===== src/rtl/tage_pkg.sv =====
// Shared predictor definitions: sequencer phase encoding and the number of
// active phases one branch occupies.
package tage_pkg;

  typedef enum logic [2:0] {
    ST_IDLE     = 3'd0,
    ST_INDEX    = 3'd1,
    ST_READ     = 3'd2,
    ST_RESOLVE  = 3'd3,
    ST_UPD_PRED = 3'd4,
    ST_UPD      = 3'd5
  } state_t;

  localparam int PHASE_COUNT = 5;

endpackage


===== src/rtl/branch_record_fifo.sv =====
// Power-of-two FIFO holding resolved branch records between the upstream
// core and the predictor sequencer. Head data is presented combinationally.
module branch_record_fifo #(
  parameter int WIDTH = 33,
  parameter int DEPTH = 4
) (
  input  logic                       clk,
  input  logic                       reset,
  input  logic                       push,
  input  logic [WIDTH-1:0]           push_data,
  input  logic                       pop,
  output logic [WIDTH-1:0]           head,
  output logic [$clog2(DEPTH):0]     level
);

  localparam int AW = $clog2(DEPTH);
  localparam int LW = AW + 1;

  logic [WIDTH-1:0] mem [DEPTH];
  logic [AW-1:0]    wr_ptr;
  logic [AW-1:0]    rd_ptr;

  // Pointers wrap naturally because DEPTH is a power of two.
  always_ff @(posedge clk or posedge reset) begin
    if (reset) begin
      wr_ptr <= '0;
      rd_ptr <= '0;
      level  <= '0;
    end else begin
      if (push) wr_ptr <= wr_ptr + 1'b1;
      if (pop)  rd_ptr <= rd_ptr + 1'b1;
      if (push && !pop)      level <= level + LW'(1);
      else if (pop && !push) level <= level - LW'(1);
    end
  end

  always_ff @(posedge clk) begin
    if (push) mem[wr_ptr] <= push_data;
  end

  assign head = mem[rd_ptr];

endmodule


===== src/rtl/branch_trace_sequencer.sv =====
// Drains buffered branch records into the predictor, stepping each branch
// through index, read, resolve, predictor-update and table-update phases.
module branch_trace_sequencer
  import tage_pkg::*;
#(
  parameter int ADDRESS_SIZE           = 32,
  parameter int FIFO_DEPTH             = 4,
  parameter int INSTRUCTION_INDEX_SIZE = 32
) (
  input  logic                              CLK,
  input  logic                              reset,
  input  logic                              in_valid,
  output logic                              in_ready,
  input  logic [ADDRESS_SIZE-1:0]           in_pc,
  input  logic                              in_taken,
  input  logic                              pause,
  output logic [ADDRESS_SIZE-1:0]           pc,
  output logic                              Actual_branch,
  output logic                              index_tag_enable,
  output logic                              table_read_en,
  output logic                              update_predictor_enable,
  output logic                              update_enable,
  output logic                              busy,
  output logic [$clog2(FIFO_DEPTH):0]       fifo_level,
  output logic [INSTRUCTION_INDEX_SIZE-1:0] issued_count
);

  localparam int LW = $clog2(FIFO_DEPTH) + 1;
  localparam int RW = ADDRESS_SIZE + 1;

  state_t          state;
  state_t          state_nxt;
  logic            push;
  logic            pop;
  logic            can_start;
  logic [RW-1:0]   head;

  assign in_ready  = (fifo_level != LW'(FIFO_DEPTH));
  assign push      = in_valid && in_ready;
  assign can_start = (fifo_level != '0) && !pause;
  assign pop       = ((state == ST_IDLE) || (state == ST_UPD)) && can_start;
  assign busy      = (state != ST_IDLE);

  branch_record_fifo #(
    .WIDTH (RW),
    .DEPTH (FIFO_DEPTH)
  ) u_fifo (
    .clk       (CLK),
    .reset     (reset),
    .push      (push),
    .push_data ({in_pc, in_taken}),
    .pop       (pop),
    .head      (head),
    .level     (fifo_level)
  );

  always_ff @(posedge CLK or posedge reset) begin
    if (reset) begin
      state         <= ST_IDLE;
      pc            <= '0;
      Actual_branch <= 1'b0;
      issued_count  <= '0;
    end else begin
      state <= state_nxt;
      if (pop) {pc, Actual_branch} <= head;
      if (state == ST_UPD) issued_count <= issued_count + 1'b1;
    end
  end

  // Moore strobes; RESOLVE deliberately drives nothing so the registered
  // comparators settle before the update phases.
  always_comb begin
    state_nxt               = state;
    index_tag_enable        = 1'b0;
    table_read_en           = 1'b0;
    update_predictor_enable = 1'b0;
    update_enable           = 1'b0;
    case (state)
      ST_IDLE:     state_nxt = can_start ? ST_INDEX : ST_IDLE;
      ST_INDEX: begin
        index_tag_enable = 1'b1;
        state_nxt        = ST_READ;
      end
      ST_READ: begin
        table_read_en = 1'b1;
        state_nxt     = ST_RESOLVE;
      end
      ST_RESOLVE:  state_nxt = ST_UPD_PRED;
      ST_UPD_PRED: begin
        update_predictor_enable = 1'b1;
        state_nxt               = ST_UPD;
      end
      ST_UPD: begin
        update_enable = 1'b1;
        state_nxt     = can_start ? ST_INDEX : ST_IDLE;
      end
      default:     state_nxt = ST_IDLE;
    endcase
  end

endmodule


===== config.mk =====
export PLATFORM = sky130hd
export DESIGN_NAME = branch_trace_sequencer
export DESIGN_NICKNAME = d
export VERILOG_FILES = /design/src/rtl/tage_pkg.sv /design/src/rtl/branch_record_fifo.sv /design/src/rtl/branch_trace_sequencer.sv
export SDC_FILE = /design/constraint.sdc
export NUM_CORES = 1
export LEC_CHECK = 0
export CAP_MARGIN = 15
export CORE_AREA = 2 2 136 138
export CTS_BUF_LIST = sky130_fd_sc_hd__clkbuf_4 sky130_fd_sc_hd__clkbuf_8
export CTS_CLUSTER_DIAMETER = 40
export DETAILED_ROUTE_END_ITERATION = 16
export DIE_AREA = 0 0 138 140
export HOLD_SLACK_MARGIN = 0.1
export PLACE_DENSITY = 0.72
export SLEW_MARGIN = 20
export SYNTH_ARGS = -nofsm -noshare
export SYNTH_HDL_FRONTEND = slang
export SYNTH_SLANG_ARGS = --single-unit

===== constraint.sdc =====
create_clock -name CLK -period 5.4 [get_ports CLK]
set_clock_uncertainty 0.1 [all_clocks]
set_input_delay 0.81 -clock CLK [delete_from_list [all_inputs] [get_ports CLK]]
set_output_delay 0.81 -clock CLK [all_outputs]
set_load 0.03 [all_outputs]

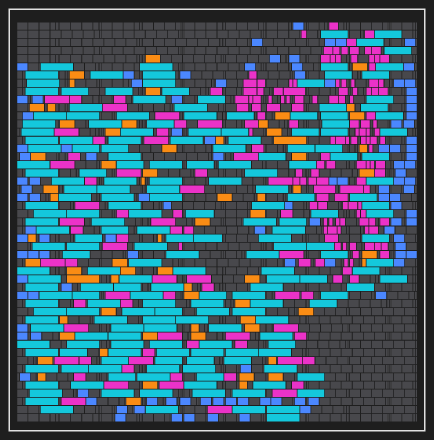
Run 1: cells colored by class
Drawn at 3 px/um. Fill, decap, tap and diode cells in gray.
| color | class | cells | share of their area |
|---|---|---|---|
| blue | remaining buffers and delay cells | 113 | 11% |
| cyan | sequential cells | 207 | 60% |
| magenta | remaining logic cells | 196 | 21% |
| orange | clock drivers and dummy loads | 65 | 8.0% |
FP Rows: 49
cell area after layout: 0.0101 sq mm

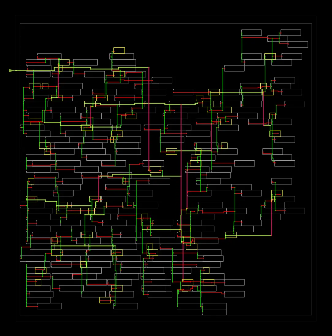
Run 1: clock wiring as the flow saved it
sequential cell count: 207
clock latency on the worst-skew pair: 510 ps

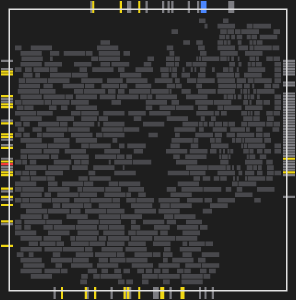
Run 1: pin map
Drawn at 2 px/um. Pins as bars across the die edge, other pins in gray.
| color | port | pins | direction | edge |
|---|---|---|---|---|
| red | `in_taken` | 1 | input | west |
| blue | `fifo_level` | 3 | output | north |
| yellow | `in_pc` | 32 | input | 17 west, 10 south, 3 north, 2 east |
all pins by edge: 40 east, 31 west, 22 south, 18 north

==> results.txt, run 1 <==
Quick summary of the implementation run below.

The max-cap check violation count is 0. Once layout is complete, the cells apart from fillers number 810. Dividing the final minimum period by the clock period gives 0.567.

STA classifies the critical path startpoint as a flip-flop. The number of enable-type register cells in the synthesized netlist came out at 132. The cell internal power dissipation is 3.82 mW. The layout report lists the non-clock buffer share of cell area as 0.111.

The number of cells on the worst hold path is listed as 1. The number of top-level pins came out at 111. In the final layout, the registers with the most flip-flops are u_fifo.mem (132), issued_count (32), pc (32). The die height is 140 um. Multi-input logic gates represent a cell area share of 0.200. Of the post-synthesis cell area, the part taken by muxes is 0.143. The worst min-delay path category is flip-flop to flip-flop. The post-synthesis async set-or-reset flop share is 0.362. The number of warnings in the stage logs is 29. The met3 routing resource usage after global routing came out at 0.0455.

The number of buffers outside the clock class in the layout came out at 113. The total power consumption of the routed design is 5.50 mW. Grouping stages by cell kind, the critical path spends the most delay in buffers and inverters. The length of routed wiring on met1 came out at 6380 um. The cell type that accounts for the most area after synthesis is sky130_fd_sc_hd__edfxtp_1. The transition time recorded at the tightest slew-check pin is 964 ps. The reg-to-reg critical path startpoint is state[0]. The total power density per cell area came out at 545 mW/mm^2. The routability congestion estimate from global placement came out at 0.751. The number of buffers added to fix hold violations after cts came out at 0. The area occupied by multi-input gates came out at 0.00202 sq mm.

The source of the worst hold timing path is issued_count[31]. The length of the first detailed-routing pass in iterations is 4. The reported leakage power came out at 3.71 nW. Tracing the worst setup path back leads to its startpoint at state[0].

The clock buffer count in the final layout came out at 58. The wire length recorded after detailed routing is 14,900 um. The reg-to-reg endpoint is u_fifo.level[1]. The finished layout reports a core utilization of 0.567. The HPWL after detailed placement is 8830 um. Yosys shows that the main logic family after synthesis is multiplexers.

The count of fill cells added during filler insertion is 1,376. The number of cells on the worst reg-to-reg path is 8. For met2 alone, demand over resource in global routing was 0.265. Setup repair after global routing left no endpoint under its margin. The run finished with clean final reports.
## Run 2: what changed since run 1
clock period = 2.9 ns   (was 5.4 ns; I/O delays follow)
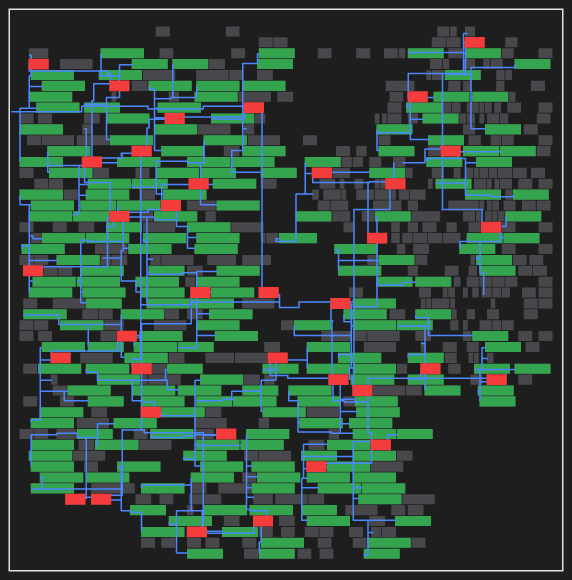
Run 2: clock distribution
Drawn at 4 px/um.
[green] flip-flops | count: 207
[blue] clock wires | length: 2,500 um
[red] clock-net drivers | count: 36
flops lie: widely spread

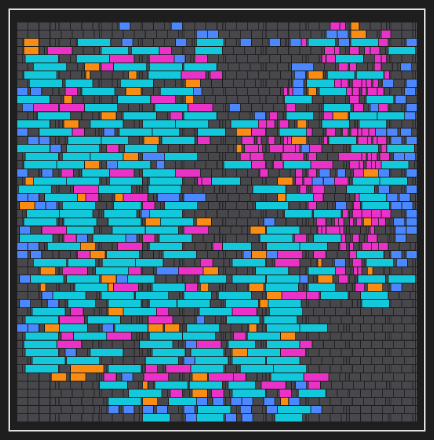
Run 2: cells colored by class
Drawn at 3 px/um. Fill, decap, tap and diode cells in gray.
| color | class | cells | share of their area |
|---|---|---|---|
| orange | clock drivers and dummy loads | 65 | 7.6% |
| magenta | remaining logic cells | 196 | 21% |
| blue | remaining buffers and delay cells | 124 | 13% |
| cyan | sequential cells | 207 | 59% |

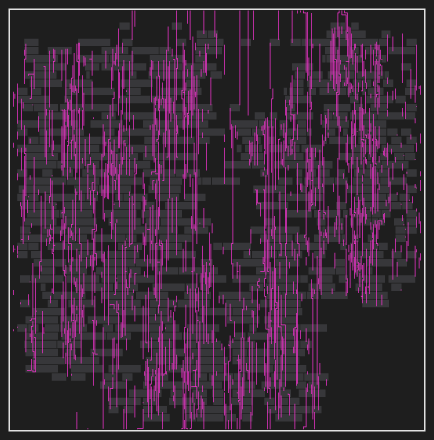
Run 2: the metal 2 layer
Drawn at 3 px/um. Cells faint in the background.
longest straight run: 56.1 um
nets with wire on the layer: 568
main direction: vertical
wire length on this layer: 7,880 um

==> run 2 against run 1 <==
Via count grew 3.1%; non-clock buffer count grew 11; global-route usage grew 0.58 points; hold slack lost 140 ps; first-iteration DRC count shrank 9.3%; count of clock-buffer cells in the layout shrank 3; highest routed layer unchanged.
==> results.txt, run 2 <==
Quick summary of the implementation run below.

The run finished with clean final reports. The total wirelength of the detailed-routed design is 15,400 um. The met3 routing resource usage after global routing came out at 0.0465.

For this block, wires on met1 add up to 6380 um. The via count of the first global-routing pass is 4,611. The number of enable-type register cells in the synthesized netlist came out at 132. The global routing report lists met2 layer usage as 0.277. The path class of the tightest hold or removal check is primary input to async pin. The launch point of the worst register-to-register path is recorded as state[0].

The reported leakage power came out at 3.77 nW. The cell internal power dissipation came out at 7.08 mW. For reference, the top logic cell family by area is multiplexers. The reg-to-reg endpoint is u_fifo.level[1]. The gate family responsible for the most delay along the worst path is buffers and inverters.

Power comes to 10.3 mW. Row generation in the floorplan step produced 49 rows. The cell area that synthesis handed to floorplanning was 0.00795 sq mm. Warnings raised by the tools during the run amount to 29. The largest registers in the layout are u_fifo.mem (132), issued_count (32), pc (32). Excluding fillers, the count of instances in the completed layout stands at 821. The number of flip-flops and latches is 207. The pin closest to its max-slew limit shows a slew of 700 ps. The final report gives the core utilization as 0.574. Per the run summary, max-cap violations total 0. The count of fill cells added during filler insertion came out at 1,354. The area occupied by multi-input gates is 0.00201 sq mm.

Setup repair after global routing left no endpoint under its margin. The number of cells on the worst reg-to-reg path is 7. With fillers left out, the area of the finished cells amounts to 0.0102 sq mm. The number of buffers outside the clock class in the layout came out at 124. The die height is 140 um.

The cell type with the highest aggregate area in the netlist is sky130_fd_sc_hd__edfxtp_1. The non-clock buffer contribution to total cell area is 0.124. The routability congestion estimate from global placement is 0.743. The worst setup path startpoint is state[1]. The DRC marker count from the first detailed-route iteration is 175. The clock buffer count in the final layout is 55. The later pin in the worst-skew pair is clocked with a latency of 520 ps. The number of buffers added to fix hold violations after cts is 0.

The startpoint type of the worst setup path is a flip-flop. The post-synthesis async set-or-reset flop share is 0.362. The instance area after placement is 0.00944 sq mm. The number of top-level pins is 111.

The HPWL after detailed placement came out at 9850 um. Of the total synthesized cell area, the portion taken by AND-OR and OR-AND cells is 0.00252. The part of the cycle the worst path needs is 0.918. The total power density per cell area came out at 1010 mW/mm^2.

The fraction of standard cell area that is sequential came out at 0.573. Multi-input logic gates represent a cell area share of 0.197.
## Run 3: what changed since run 2
MAX_ROUTING_LAYER = met4   (was unset)
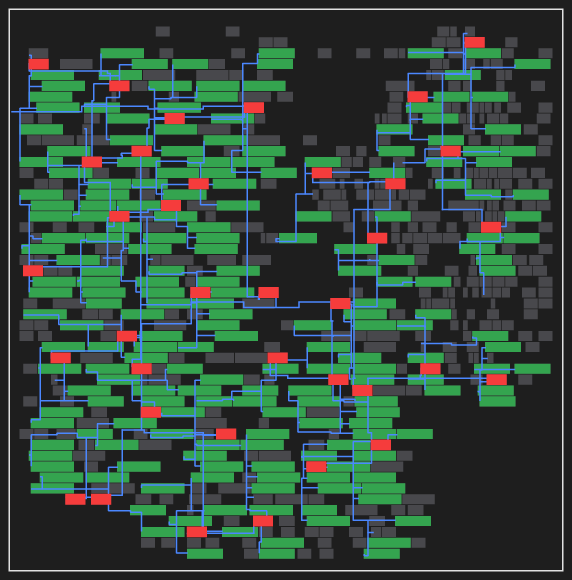
Run 3: clock distribution
Drawn at 4 px/um.
[blue] clock wires | length: 2,500 um
[green] flip-flops | count: 207
[red] clock-net drivers | count: 36
routed clock nets: 37
flops lie: widely spread
clock share of power: 0.263
clock latency on the worst-skew pair: 520 ps

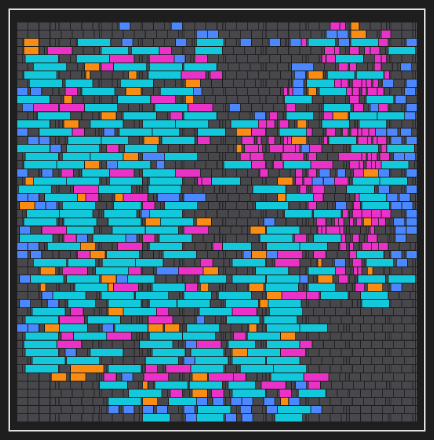
Run 3: cells colored by class
Drawn at 3 px/um. Fill, decap, tap and diode cells in gray.
| color | class | cells | share of their area |
|---|---|---|---|
| magenta | remaining logic cells | 196 | 21% |
| cyan | sequential cells | 207 | 59% |
| orange | clock drivers and dummy loads | 65 | 7.6% |
| blue | remaining buffers and delay cells | 124 | 13% |
share of cell area taken by flip-flops and latches: 0.573
final core area utilization: 0.574
cell area after layout: 0.0102 sq mm
core region area: 0.0178 sq mm

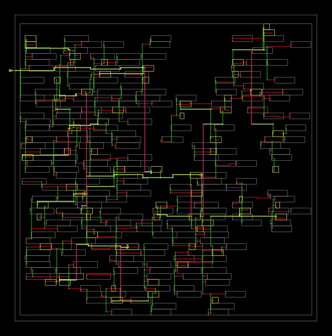
Run 3: clock wiring as the flow saved it
TritonCTS Buffers: 36
Power Clock: 2.70 mW
clk sink count: 207
Layout clock buffers: 55

==> run 3 against run 2 <==
Via count hardly changed; critical path type unchanged; wire length hardly changed; largest power group unchanged; core utilization stayed put; cell area stayed put; clock power hardly changed; count of clock-buffer cells in the layout stayed put; hold slack better by 2.2 ps; die size stayed put; synthesized area stayed put; maximum frequency is 0.24% lower; non-clock buffer count stayed put.
==> results.txt, run 3 <==
Quick summary of the implementation run below.

The run finished with clean final reports. The HPWL after detailed placement came out at 9850 um. The reg-to-reg critical path startpoint is state[0]. The max-cap check violation count is 0. Per the layout area report, the combinational fraction of cell area is 0.197.

Setup repair after global routing left no endpoint under its margin. The final weighted congestion recorded by global placement is 0.752. The power report lists cell-internal power as 7.08 mW. The largest registers in the layout are u_fifo.mem (132), issued_count (32), pc (32). The number of buffers added to fix hold violations after cts came out at 0. The part of the cycle the worst path needs came out at 0.920. The instance area after placement is 0.00944 sq mm. The worst setup path is launched from a flip-flop.

The number of warnings reported in the stage logs is 29. Per the synth stats, the proportion of register bits with asynchronous set or reset is 0.362. Total power normalized to cell area comes to 1010 mW/mm^2. The met3 routing resource usage after global routing is 0.0438. The non-clock buffer contribution to total cell area is 0.124. The number of flip-flops and latches came out at 207.

The path class of the tightest hold or removal check is primary input to async pin. The cell type with the highest aggregate area in the netlist is sky130_fd_sc_hd__edfxtp_1. The cell-mix breakdown from Yosys lists the compound-gate area share as 0.00252. The count of fill cells added during filler insertion is 1,354. The transition at the pin with the smallest max-transition slack came out at 705 ps. Of the combinational cells, the family taking the most area is multiplexers. The via count of the first global-routing pass is 4,604. The reported leakage power came out at 3.77 nW. For this block, the initial DRC count from the detailed router was 187. The final instance count without filler cells is 821. The length of the first detailed-routing pass in iterations is 4.

The endpoint identified for the worst register-to-register timing path is u_fifo.level[1]. The die is 140 um tall. The met2 track demand over resource in global routing is 0.276. The number of top-level pins is 111.
No activity file was given, so power comes from the tool's default toggle rates.
